`src/rtl/bpa_align_pkg.sv`:
```
// Width codes, sequencer states and width decode shared by the BPA aligner field sequencer.
package bpa_align_pkg;
  localparam logic [2:0] W_END  = 3'd0;
  localparam logic [2:0] W4     = 3'd1;
  localparam logic [2:0] W8     = 3'd2;
  localparam logic [2:0] W12    = 3'd3;
  localparam logic [2:0] W16    = 3'd4;
  localparam logic [2:0] W20    = 3'd5;
  localparam logic [2:0] W24    = 3'd6;
  localparam logic [2:0] W_END7 = 3'd7;
  localparam int SHIFT_N = 6;

  typedef enum logic [1:0] {S_IDLE = 2'd0, S_RUN = 2'd1, S_DRAIN = 2'd2} state_t;

  function automatic logic is_end(input logic [2:0] w);
    return (w == W_END) || (w == W_END7);
  endfunction

  // One-hot select over the 4..24-bit valid/shift lines; all-zero for an END code.
  function automatic logic [SHIFT_N-1:0] width_mask(input logic [2:0] w);
    logic [SHIFT_N-1:0] m;
    m = '0;
    if (!is_end(w)) m[w - W4] = 1'b1;
    return m;
  endfunction
endpackage

```
`src/rtl/bpa_align_prog_tbl.sv`:
```
// Field-width program table: sync write, two async read ports (current and next entry).
module bpa_align_prog_tbl
  import bpa_align_pkg::*;
#(
  parameter int NUM_FIELDS = 8,
  parameter int IDX_W      = 3
) (
  input  logic             clk,
  input  logic             reset,
  input  logic             we,
  input  logic [IDX_W-1:0] waddr,
  input  logic [2:0]       wdata,
  input  logic [IDX_W-1:0] raddr_a,
  input  logic [IDX_W-1:0] raddr_b,
  output logic [2:0]       rdata_a,
  output logic [2:0]       rdata_b
);
  logic [NUM_FIELDS-1:0][2:0] tbl;

  always_ff @(posedge clk) begin
    if (reset) tbl <= {NUM_FIELDS{W_END}};
    else if (we) tbl[waddr] <= wdata;
  end

  assign rdata_a = tbl[raddr_a];
  assign rdata_b = tbl[raddr_b];
endmodule

```
`src/rtl/bpa_align_seq.sv`:
```
// Field sequencer: walks the width program, issues one-hot aligner shifts and registers
// each captured field into a valid/ready slot toward the parser.
module bpa_align_seq
  import bpa_align_pkg::*;
#(
  parameter int NUM_FIELDS = 8,
  parameter int IDX_W      = 3
) (
  input  logic             clk,
  input  logic             reset,
  input  logic             cfg_we,
  input  logic [IDX_W-1:0] cfg_addr,
  input  logic [2:0]       cfg_width,
  input  logic             frm_start,
  input  logic             frm_abort,
  output logic             busy,
  output logic             frm_done,
  output logic             cfg_err,
  input  logic             out4Valid,
  input  logic             out8Valid,
  input  logic             out12Valid,
  input  logic             out16Valid,
  input  logic             out20Valid,
  input  logic             out24Valid,
  input  logic [31:0]      alignDecData,
  output logic             decAlignShift4,
  output logic             decAlignShift8,
  output logic             decAlignShift12,
  output logic             decAlignShift16,
  output logic             decAlignShift20,
  output logic             decAlignShift24,
  output logic [23:0]      fld_data,
  output logic [IDX_W-1:0] fld_idx,
  output logic             fld_last,
  output logic             fld_vld,
  input  logic             fld_rdy
);
  state_t             state;
  logic [IDX_W-1:0]   idx;
  logic [IDX_W-1:0]   idx_nxt;
  logic [2:0]         cur_w;
  logic [2:0]         nxt_w;
  logic [SHIFT_N-1:0] valid_vec;
  logic [SHIFT_N-1:0] cur_mask;
  logic [SHIFT_N-1:0] shift_vec;
  logic               slot_free;
  logic               shift_go;
  logic               last_fld;
  logic [5:0]         shamt;
  logic [23:0]        fld_cap;

  assign busy    = (state != S_IDLE);
  assign idx_nxt = idx + 1'b1;

  // The table is frozen while a frame runs, so writes only land when idle.
  bpa_align_prog_tbl #(.NUM_FIELDS(NUM_FIELDS), .IDX_W(IDX_W)) u_tbl (
    .clk     (clk),
    .reset   (reset),
    .we      (cfg_we & ~busy),
    .waddr   (cfg_addr),
    .wdata   (cfg_width),
    .raddr_a (idx),
    .raddr_b (idx_nxt),
    .rdata_a (cur_w),
    .rdata_b (nxt_w)
  );

  assign valid_vec = {out24Valid, out20Valid, out16Valid, out12Valid, out8Valid, out4Valid};
  assign cur_mask  = width_mask(cur_w);
  assign slot_free = ~fld_vld | fld_rdy;
  assign shift_go  = (state == S_RUN) & (|(valid_vec & cur_mask)) & slot_free & ~frm_abort;
  assign shift_vec = shift_go ? cur_mask : '0;

  assign {decAlignShift24, decAlignShift20, decAlignShift16,
          decAlignShift12, decAlignShift8, decAlignShift4} = shift_vec;

  assign last_fld = (idx == IDX_W'(NUM_FIELDS - 1)) | is_end(nxt_w);

  // Right-justify the top 4*cur_w bits of the MSB-justified aligner word.
  assign shamt   = 6'd32 - {1'b0, cur_w, 2'b00};
  assign fld_cap = 24'(alignDecData >> shamt);

  always_ff @(posedge clk) begin
    if (reset) begin
      state    <= S_IDLE;
      idx      <= '0;
      fld_vld  <= 1'b0;
      fld_data <= '0;
      fld_idx  <= '0;
      fld_last <= 1'b0;
      frm_done <= 1'b0;
      cfg_err  <= 1'b0;
    end else begin
      frm_done <= 1'b0;
      cfg_err  <= cfg_we & busy;
      if (fld_vld & fld_rdy) fld_vld <= 1'b0;
      if (frm_abort) begin
        state    <= S_IDLE;
        fld_vld  <= 1'b0;
        fld_last <= 1'b0;
      end else begin
        case (state)
          S_IDLE: begin
            if (frm_start) begin
              state <= S_RUN;
              idx   <= '0;
            end
          end
          S_RUN: begin
            if (is_end(cur_w)) begin
              frm_done <= 1'b1;
              state    <= S_IDLE;
            end else if (shift_go) begin
              fld_data <= fld_cap;
              fld_idx  <= idx;
              fld_last <= last_fld;
              fld_vld  <= 1'b1;
              if (last_fld) state <= S_DRAIN;
              else          idx   <= idx_nxt;
            end
          end
          S_DRAIN: begin
            if (fld_vld & fld_rdy) begin
              frm_done <= 1'b1;
              state    <= S_IDLE;
            end
          end
          default: state <= S_IDLE;
        endcase
      end
    end
  end
endmodule

```
`config.mk`:
```
export PLATFORM = sky130hd
export DESIGN_NAME = bpa_align_seq
export DESIGN_NICKNAME = d
export VERILOG_FILES = /design/src/rtl/bpa_align_pkg.sv /design/src/rtl/bpa_align_prog_tbl.sv /design/src/rtl/bpa_align_seq.sv
export SDC_FILE = /design/constraint.sdc
export NUM_CORES = 1
export LEC_CHECK = 0
export ABC_AREA = 1
export CORE_MARGIN = 8
export CORE_UTILIZATION = 50
export DETAILED_ROUTE_END_ITERATION = 10
export MAX_ROUTING_LAYER = met4
export PLACE_DENSITY = 0.88
export SLEW_MARGIN = 20
export SYNTH_ARGS = -nofsm -noshare
export SYNTH_HDL_FRONTEND = slang
export SYNTH_HIERARCHICAL = 1
export SYNTH_SLANG_ARGS = --single-unit
```
`constraint.sdc`:
```
create_clock -name clk -period 5.9 [get_ports clk]
set_clock_uncertainty 0.05 [all_clocks]
set_input_delay 1.18 -clock clk [delete_from_list [all_inputs] [get_ports clk]]
set_output_delay 1.18 -clock clk [all_outputs]
set_load 0.01 [all_outputs]
```
==> flow_metrics.py <==
# Physical implementation metrics
metrics = {
    "worst_setup_path": {
        "worstSetupEndpointType": "primary output",
        "cp.required_ns": 4.67,
        "path_class": "reg2out",
        "crit_cells": 19,
        "path_cells": "inv_2 -> nand2_1 -> nand3_1 -> nand2_1 -> nand2_1 -> nand2_1 -> buf_4 -> inv_2 -> ha_1 -> buf_4 -> inv_2 -> a21oi_2 -> nand3_1 -> nand2_1 -> nor2_1 -> nand2_1 -> nand2_2 -> nor4_2 -> clkdlybuf4s50_1",
        "crit_buf_inv": 6,
    },
    "sta": {
        "max_freq_ghz": 0.188,
        "drv_slew": 0,
        "hold_slack_ns": 0.430,
        "fin_tns_setup_ns": 0,
    },
    "placed_design": {
        "port_buffers": 87,
    },
    "worst_hold_path": {
        "whs_path_depth": 2,
    },
    "final_layout": {
        "final_cells": 825,
    },
    "logic_synthesis": {
        "yosysUniqueCellTypes": 34,
        "yosys_cells": 646,
        "syn-num-nets": 703,
        "edf_count": 0,
        "synthDominantCellAreaShare_pct": 30.8,
    },
    "job": {
        "tool_warnings": 29,
    },
    "die": {
        "fp-utilization_pct": 51.1,
        "die.size.y_um": 104,
        "ios": 88,
    },
    "global_routing": {
        "grt_overflow": 0,
        "antenna_found_initial": 0,
    },
    "outcome": {
        "status": "completed",
    },
    "drt": {
        "wl_per_cell_um": 14.9,
        "drt_iter0_drc": 376,
    },
    "power_and_ir_drop": {
        "cellLeakagePower_nw": 2.17,
    },
}
-- registers in the layout, summed over array words and instances, names as in the netlist --
name       count
state          2
fld_data      24
fld_vld        1
cfg_err        1
fld_last       1
frm_done       1
u_tbl/tbl     24
idx            3
fld_idx        3
-- where the power goes --
group          total (mW)  switching, mW  leakage, nW  internal, mW
registers           0.415        0.00337        0.485         0.411
clock network       0.421          0.163        0.111         0.258
logic               0.171          0.103         1.58        0.0674
total                1.01          0.270         2.17         0.737
-- routing by layer --
metal  wire length [um]  global-route usage [%]  up-vias
li1                   -                       -     2210
met3                867                    4.58       15
met2               5500                    35.2      179
met4                142                    6.20        0
met1               5740                    28.8     1970
met5                  0                       -        -
-- cells by family (layout without fill, tap and decap cells) --
logic type / Yosys count / count (layout) / synth area share, %
mux: 4 / 4 / 1.03
compound gates: 128 / 128 / 17.6
buf+inv: 102 / 179 / 11.6
flops: 60 / 60 / 30.8
fa+ha+maj: 7 / 7 / 2.24
simple gates: 345 / 345 / 36.8
-- layout make-up --
| type | count | area (um^2) | share of cell area [%] |
|---|---|---|---|
| multi-input combinational | 484 | 2250 | 45.2 |
| sequential | 60 | 1200 | 24.1 |
| timing repair buffer | 91 | 901 | 18.1 |
| inverter | 73 | 274 | 5.50 |
| clock buffer | 11 | 151 | 3.04 |
| tap | 102 | 128 | 2.56 |
| clock inverter | 4 | 72.6 | 1.46 |
-- stage by stage --
| stage | total power, mW | setup WS [ns] |
|---|---|---|
| after floorplan | 0.521 | 1.70 |
| after global placement | 0.588 | 1.14 |
| after detailed placement | 0.590 | 0.977 |
| after CTS | 1.01 | 0.603 |
| after global routing | 1.05 | 0.207 |
| final | 1.01 | 0.591 |
-- cell usage in the layout, fill, tap and decap left out, types with 2 or more instances in the layout --
cell type and n:
clkbuf_8 11, o21ai_1 6, nor2_1 101, nand3_1 42, a32oi_1 4, buf_4 4
nand2_2 2, ha_1 7, a22oi_1 4, o22ai_1 2, nor3_1 7, bufinv_16 2
a31oi_1 3, nor4_2 2, nor2_4 2, inv_1 66, a21oi_1 33, nor2_2 3
clkdlybuf4s50_1 87, o21ai_0 70, o211ai_1 3, inv_2 6, dfxtp_1 60, mux2i_1 4
nand2_1 180, nand2_4 3
-- tightest hold or removal path, cell delays in order (launching register included) --
cell     delay, ns
dfxtp_1       0.32
nor2_1        0.05
nor2_1        0.08
-- worst min path at each step --
stage             startpoint       endpoint  slack, ns
2_1_floorplan  u_tbl/tbl[12]  u_tbl/tbl[12]       0.40
3_3_place_gp   u_tbl/tbl[13]  u_tbl/tbl[13]       0.41
3_5_place_dp   u_tbl/tbl[17]  u_tbl/tbl[17]       0.42
4_1_cts         fld_data[17]   fld_data[17]       0.43
5_1_grt         fld_data[23]   fld_data[23]       0.45
6_report        fld_data[23]   fld_data[23]       0.43
Placement by cell class:
(4 px per um) Fill, decap, tap and diode cells in gray.
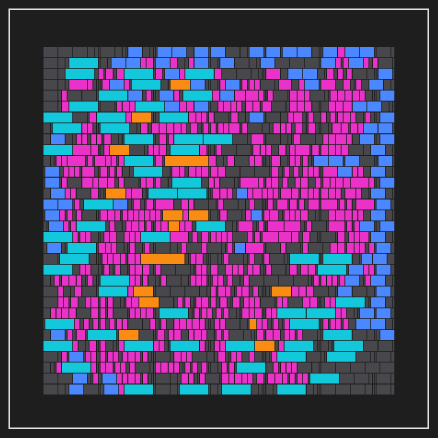
[orange] clock drivers and dummy loads | cells: 15 | share of their area: 4.6%
[cyan] sequential cells | cells: 60 | share of their area: 25%
[magenta] combinational and other logic | cells: 557 | share of their area: 52%
[blue] remaining buffers and delay cells | cells: 91 | share of their area: 19%
Finished Cell Area: 4980 um^2
core area: 7650 um^2
fin util: 65.1%
row count: 32
sequential cell area share: 24.1%

Clock routing:
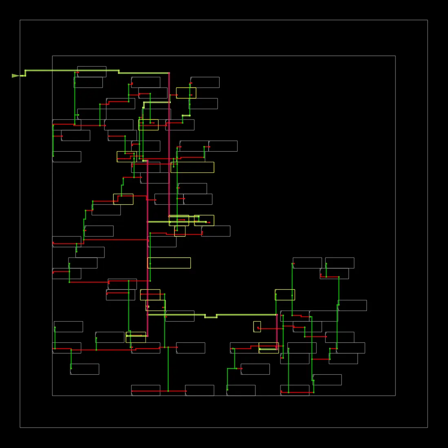
clk ins delay skew pair: 0.34 ns
number of sequential cells: 60
Clock Sinks: 60
CLK BUF: 11
clock network power: 421 uW

No activity file was given, so power comes from the tool's default toggle rates.
